==> config.mk <==
export PLATFORM = sky130hd
export DESIGN_NAME = fsqrt_arb
export DESIGN_NICKNAME = d
export VERILOG_FILES = /design/src/rtl/fsqrt_arb.sv
export SDC_FILE = /design/constraint.sdc
export NUM_CORES = 1
export LEC_CHECK = 0
export CAP_MARGIN = 20
export CORE_AREA = 2 2 130 132
export CTS_CLUSTER_DIAMETER = 40
export DETAILED_ROUTE_END_ITERATION = 8
export DIE_AREA = 0 0 132 134
export HOLD_SLACK_MARGIN = 0.1
export PLACE_DENSITY = 0.87
export SLEW_MARGIN = 40
export SYNTH_ARGS = -nofsm -noshare
export SYNTH_HDL_FRONTEND = slang
export SYNTH_SLANG_ARGS = --single-unit
==> constraint.sdc <==
create_clock -name clk -period 4.45 [get_ports clk]
set_input_delay 0.445 -clock clk [delete_from_list [all_inputs] [get_ports clk]]
set_output_delay 0.445 -clock clk [all_outputs]
set_load 0.01 [all_outputs]
==> src/rtl/fsqrt_arb.sv <==
// Arbiter/sequencer sharing one pipelined, handshake-free fsqrt unit among NREQ requesters.
// Define FSQRT_ARB_RR_EN for round-robin arbitration; otherwise lowest eligible index wins.
module fsqrt_arb #(
    parameter int NREQ     = 4,
    parameter int SQRT_LAT = 3
) (
    input  logic                 clk,
    input  logic                 rst,
    input  logic [NREQ-1:0]      req_valid,
    output logic [NREQ-1:0]      req_ready,
    input  logic [32*NREQ-1:0]   req_x,
    output logic [NREQ-1:0]      rsp_valid,
    input  logic [NREQ-1:0]      rsp_ready,
    output logic [32*NREQ-1:0]   rsp_y,
    output logic [31:0]          sqrt_x,
    input  logic [31:0]          sqrt_y
);

    logic [NREQ-1:0] busy;
    logic [7:0]      elig;
    logic            grant_any;
    logic [2:0]      winner;
    logic            tag_v   [SQRT_LAT];
    logic [2:0]      tag_idx [SQRT_LAT];

`ifdef FSQRT_ARB_RR_EN
    localparam int PW = $clog2(NREQ);
    logic [PW-1:0] rr_ptr;
`endif

    // Padded to 8 bits so the 3-bit winner index selects it without width games.
    always_comb begin
        elig = '0;
        elig[NREQ-1:0] = req_valid & ~busy;
    end

    always_comb begin
        grant_any = 1'b0;
        winner    = '0;
        if (!rst) begin
`ifdef FSQRT_ARB_RR_EN
            for (int unsigned i = 0; i < NREQ; i++) begin
                if (!grant_any && elig[3'((32'(rr_ptr) + i) % NREQ)]) begin
                    grant_any = 1'b1;
                    winner    = 3'((32'(rr_ptr) + i) % NREQ);
                end
            end
`else
            for (int unsigned i = 0; i < NREQ; i++) begin
                if (!grant_any && elig[3'(i)]) begin
                    grant_any = 1'b1;
                    winner    = 3'(i);
                end
            end
`endif
        end
    end

    always_comb begin
        req_ready = '0;
        sqrt_x    = '0;
        for (int unsigned i = 0; i < NREQ; i++) begin
            if (grant_any && winner == 3'(i)) begin
                req_ready[i] = 1'b1;
                sqrt_x       = req_x[32*i +: 32];
            end
        end
    end

    always_ff @(posedge clk) begin
        if (rst) begin
            busy      <= '0;
            rsp_valid <= '0;
            rsp_y     <= '0;
            for (int unsigned i = 0; i < SQRT_LAT; i++) begin
                tag_v[i]   <= 1'b0;
                tag_idx[i] <= '0;
            end
`ifdef FSQRT_ARB_RR_EN
            rr_ptr <= '0;
`endif
        end else begin
            tag_v[0]   <= grant_any;
            tag_idx[0] <= winner;
            for (int unsigned i = 1; i < SQRT_LAT; i++) begin
                tag_v[i]   <= tag_v[i-1];
                tag_idx[i] <= tag_idx[i-1];
            end
            // busy guarantees a writeback never meets a still-full buffer.
            for (int unsigned k = 0; k < NREQ; k++) begin
                if (req_ready[k])
                    busy[k] <= 1'b1;
                else if (rsp_valid[k] && rsp_ready[k])
                    busy[k] <= 1'b0;

                if (tag_v[SQRT_LAT-1] && tag_idx[SQRT_LAT-1] == 3'(k)) begin
                    rsp_valid[k]      <= 1'b1;
                    rsp_y[32*k +: 32] <= sqrt_y;
                end else if (rsp_valid[k] && rsp_ready[k]) begin
                    rsp_valid[k] <= 1'b0;
                end
            end
`ifdef FSQRT_ARB_RR_EN
            if (grant_any)
                rr_ptr <= PW'((32'(winner) + 1) % NREQ);
`endif
        end
    end

endmodule
Fig. 1: run 1, local utilization
The die is cut into 13 by 13 equal tiles; black is low, pale yellow is high, 0 to 100% covered.
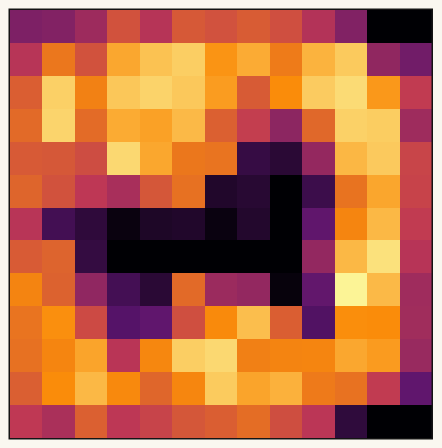
mean over tiles: 55%
fullest tile: 98%
nearly empty tiles: 7.7%
emptiest ninth of the die: center
tiles over 75% full: 25%
Core Footprint: 16290 sq um
final core occ: 60.91%

Fig. 2: run 1, selected gate families
The bar under the picture is 50 um long.
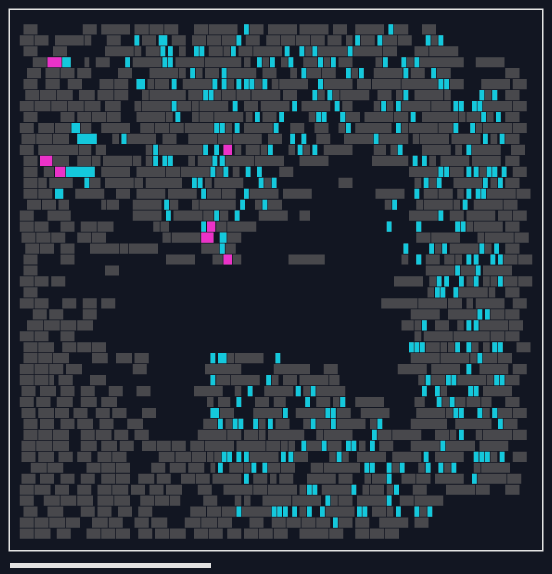
[and/or cells] magenta | cells: 7 | most used: or2_2
[nand cells] cyan | cells: 274 | most used: nand2_1

Fig. 3: run 1, nets reached from selected ports
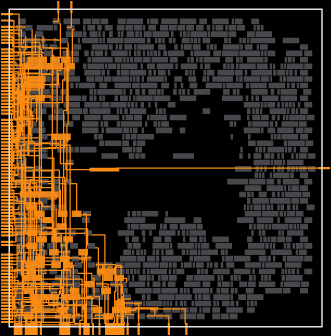
[req_x] orange | direction: input | edge: 90 left, 35 bottom, 2 top, 1 right | end cells: 64 | buffers: 128 | wire: 4490 um

Fig. 4: run 1, placed standard cells
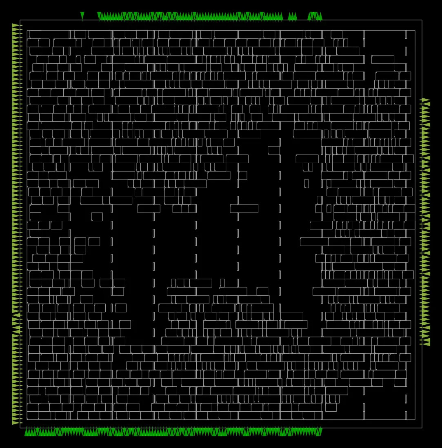
final cell count without fillers: 1245
sequential portion of the cell area: 29.26%
sequential cell count: 145

==> flow_metrics.tcl, run 1 <==
# place-and-route summary
set metrics [dict create \
    status "completed" \
    crit_path_top_delay_cell "clkdlybuf4s50_1" \
    clk-power_mw 1.42 \
    wl_met2_mm 12.23 \
    tritoncts "done" \
    met3_usage_pct 6.009 \
    die-area_sq_um 17690 \
    mux_share_pct 0 \
    crit_arrival_ps 2740 \
    syn_to_final_growth_pct 69.59 \
    avgRoutedWirePerCell_um 18.50 \
    rsz0062_at_grt "no" \
    layout.nonclk_buf_share_pct 34.73 \
    vias 6524 \
    irDropWorstVdd_mv 0.2454 \
    dieHeight_um 134 \
    ctsResizeCount 0 \
    path_common_cell "clkdlybuf4s50_1" \
    crit_fanout 33 \
    maxSlewHeadroom_pct 45.42 \
    final_area_sq_um 9922 \
    syn_nets 875 \
    fp_util_pct 35.92 \
    ys_async_sr_fraction_pct 0 \
    fmax_ghz 0.3141 \
    clock-sinks 145 \
    hold_slack_ps 435.7 \
    regMostFlops "rsp_y" \
    post-place-ws_ps 1273 \
    flop_cell "dfxtp_1" \
    maxPowerGroup "clock" \
    final_common_cell "clkdlybuf4s50_1" \
    cts_buffer_depth 2 \
    num-nonclk-inverters 3 \
    wl_met3_mm 1.562 \
    ctsRootBufferMaster "clkbuf_16" \
    cp-endpoint "sqrt_x[8]" \
    clk_share_pct 5.990 \
    cap_violations 0 \
    seqCellArea_sq_um 2903 \
    worstMarginPinSlew_ps 818.7 \
    yosys.area.top_type "dfxtp_1" \
    n_tap_cell 220 \
    layout_setup_ws_ps 1267 \
    wirelength_mm 23.04 \
    io_buffers 337 \
    comb_power_uw 488 \
    top_layer_used "met5" \
    setup_viol 0 \
    required_ps 4010 \
    first_global_vias 6406 \
    startpoint "req_valid[2]" \
    grt_util_met2_pct 47.57 \
    grt_usage_pct 25.49 \
    largest_cell_class "buffers" \
    topCombFamilyByArea "AND-OR/OR-AND gates" \
    crit_family "buffers and inverters" \
    cp-end-kind "primary output" \
    largest_reg_flops 128 \
    min_period_ps 3183 \
    dp_cells 1213 \
    n_all_buffers 347 \
    xor_area_share_pct 0 \
    seq-power_mw 1.33 \
    ys_sh_aoi_pct 24.85 \
    wirelength_met1_mm 8.011 \
    worstSetupPathType "in2out" \
    min_path_type "reg2reg" \
    reg2reg_to "rsp_y[37]$_SDFFE_PP0P_" \
    cp_slowest_stage_delay_ps 590 \
    area_leaders "dfxtp_1 50%, nand2_1 17%, a21oi_1 11%" \
    layout-drive-gt1-share_pct 10.63 \
    p_clk_share_pct 43.9 \
    biggestRegsByFlops "rsp_y (128), tag_idx (6)" \
    r2r_start "tag_idx[0][6]$_SDFF_PP0_" \
    reg2reg_slack_ps 2610 \
    top_usage_layer "met2" \
    clk_pin_slew_ps 60 \
    io_pins 338 \
    n_antenna_cell 0 \
    grt_pass1_wl_mm 35.02 \
    nMultiInputCombCells 498 \
    ys_sh_simple_pct 20.85 \
    finalHoldViolCount 0 \
    comb-cell-share_pct 27.14 \
    hp-start "tag_idx[0][1]$_SDFF_PP0_" \
    min_path_cells 1 \
    via_per_inst 5.240 \
    syn_area_sq_um 5851 \
    pwr_density_cell_nw_per_um2 326.5 \
    num-fill-cells 1373 \
    synth-seq-area-share_pct 49.62 \
    lay_top_cells "336 x clkdlybuf4s50_1, 264 x nand2_1, 145 x dfxtp_1" \
    placed_cell_area_sq_um 9328 \
    fin_skew_ps 8.407 \
]
==> run 2: changes to the inputs <==
- CORE_AREA: 2 2 130 132 -> 2 2 131 133
- DIE_AREA: 0 0 132 134 -> 0 0 133 135
- PLACE_DENSITY: 0.87 -> 0.86
- clock period: 4.45 -> 3.09 ns (I/O delays scaled with it)
==> run 2 against run 1 <==
Net effect: sequential share of layout area fell by 0.23 points; die size increased by 1.5%; register-to-register slack worse by 1300 ps; setup slack got worse by 1100 ps; non-clock buffer count grew 5; clock skew down 3.1 ps; routed wire length is 1.4% higher; via count down 0.57%; critical path type is now reg2out; largest power group unchanged.
==> flow_metrics.tcl, run 2 <==
# place-and-route summary
set metrics [dict create \
    irDropWorstVdd_mv 0.3709 \
    dp_hpwl_mm 17.00 \
    nMultiInputCombCells 498 \
    ctsRootBufferMaster "clkbuf_16" \
    pwr_density_cell_nw_per_um2 462.7 \
    wirelength_mm 23.35 \
    cp-endpoint "sqrt_x[13]" \
    final_common_cell "clkdlybuf4s50_1" \
    min_path_cells 2 \
    fmax_ghz 0.3420 \
    yosysMostFrequentCell "nand2_1" \
    post-route-period-util_pct 94.62 \
    comb_power_share_pct 15.6 \
    syn_area_sq_um 5851 \
    worstMarginPinSlew_ps 814.7 \
    startpoint "busy[3]$_SDFFE_PP0P_" \
    n_tap_cell 220 \
    layout_setup_ws_ps 166.1 \
    insertion_delay_ps 430 \
    ctsHtreeMaxLevel 4 \
    setup_viol 0 \
    fp_util_pct 35.66 \
    maxPowerGroup "clock" \
    seqCellArea_sq_um 2903 \
    core_area_sq_um 16410 \
    cts_buffer_depth 2 \
    p_clk_share_pct 43.1 \
    area_leaders "dfxtp_1 50%, nand2_1 17%, a21oi_1 11%" \
    comb_power_uw 722 \
    via_per_inst 5.190 \
    hp-start "rst" \
    cp-end-kind "primary output" \
    status "completed" \
    total_power_mw 4.626 \
    comb_area_sq_um 2695 \
    final_area_sq_um 10000 \
    cap_violations 0 \
    seq-power_mw 1.91 \
    ys_sh_simple_pct 20.85 \
    grt_util_met1_pct 26.10 \
    reg2reg_depth 5 \
    xor_area_share_pct 0 \
    drtIter0Drc 363 \
    flop_cell "dfxtp_1" \
    wl_met3_mm 1.507 \
    die-area_sq_um 17960 \
    reg2reg_slack_ps 1340 \
    dr.pass1.iters 5 \
    first_global_vias 6210 \
    critical_path_depth 6 \
    avgRoutedWirePerCell_um 18.68 \
    cp_slowest_stage_delay_ps 590 \
    dp_cells 1218 \
    n_antenna_cell 0 \
    rsz0062_at_grt "no" \
    n_all_buffers 352 \
    crit_family "buffers and inverters" \
    min_path_type "in2reg" \
    largest_cell_class "buffers" \
    biggestRegsByFlops "rsp_y (128), tag_idx (6)" \
    top_layer_used "met4" \
    mux_share_pct 0 \
    largest_reg_flops 128 \
    postCtsHoldBufs 0 \
    drc 0 \
    clk-power_mw 1.99 \
    fin_skew_ps 5.339 \
    regMostFlops "rsp_y" \
    required_ps 2780 \
    yosys.area_share.adder_pct 0 \
    fin_cells 1250 \
    crit_fanout 26 \
    reg2reg_to "rsp_y[59]$_SDFFE_PP0P_" \
    flop-count 145 \
    wl_met2_mm 12.35 \
    syn_to_final_growth_pct 70.92 \
    yosys-stat-cells 705 \
    num-nonclk-inverters 3 \
    clock-sinks 145 \
    clk_pin_slew_ps 60 \
    synthTopCellsByCount "264 x nand2_1, 145 x dfxtp_1, 134 x a21oi_1" \
    leakage_nw 3.412 \
    top_usage_layer "met2" \
    grt_pass1_wl_mm 34.58 \
    ys_async_sr_fraction_pct 0 \
    wirelength_met1_mm 8.360 \
    ctsResizeCount 0 \
    yosysTopAreaCellShare_pct 49.62 \
    tritoncts "done" \
    sh_seq_area_pct 29.03 \
    placed_cell_area_sq_um 9428 \
    worstSetupPathType "reg2out" \
    crit_path_top_delay_cell "clkdlybuf4s50_1" \
    clk_share_pct 5.693 \
    gp_congestion 0.9373 \
    grt_util_met2_pct 47.27 \
    hold_slack_ps 227.3 \
    io_buffers 337 \
    clock_buffers 19 \
    syn_nets 875 \
    vias 6487 \
    post-place-ws_ps 191.5 \
    ant_nets 0 \
    crit_arrival_ps 2610 \
    min_period_ps 2924 \
    r2r_start "tag_idx[0][6]$_SDFF_PP0_" \
    synth-seq-area-share_pct 49.62 \
    layout.nonclk_buf_share_pct 35.46 \
    ys_sh_aoi_pct 24.85 \
    maxSlewHeadroom_pct 45.68 \
    topCombFamilyByArea "AND-OR/OR-AND gates" \
    finalMaxSlewViolations 0 \
    layout-drive-gt1-share_pct 10.87 \
    cp.buffers_inverters 2 \
    io_pins 338 \
    final_core_util_pct 60.95 \
    grt_usage_pct 25.27 \
    finalHoldViolCount 0 \
    lay_top_cells "336 x clkdlybuf4s50_1, 264 x nand2_1, 145 x dfxtp_1" \
    num-fill-cells 1400 \
    met3_usage_pct 5.856 \
    dieHeight_um 135 \
    yosys.area.top_type "dfxtp_1" \
    comb-cell-share_pct 26.95 \
]
Fig. 5: run 2, met3 routing
The bar under the picture is 50 um long.
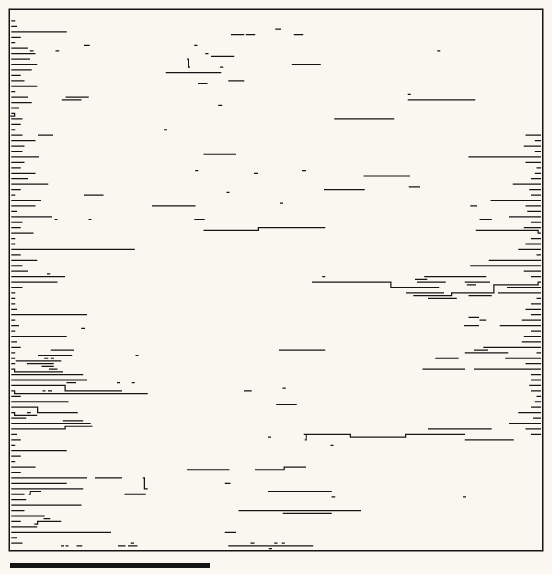
nets with wire on the layer: 214
share of all routed wire: 6.5%
wire length on this layer: 1510 um
longest straight run: 33.1 um

Power figures rest on the tool's default switching activity, not on a simulated workload.
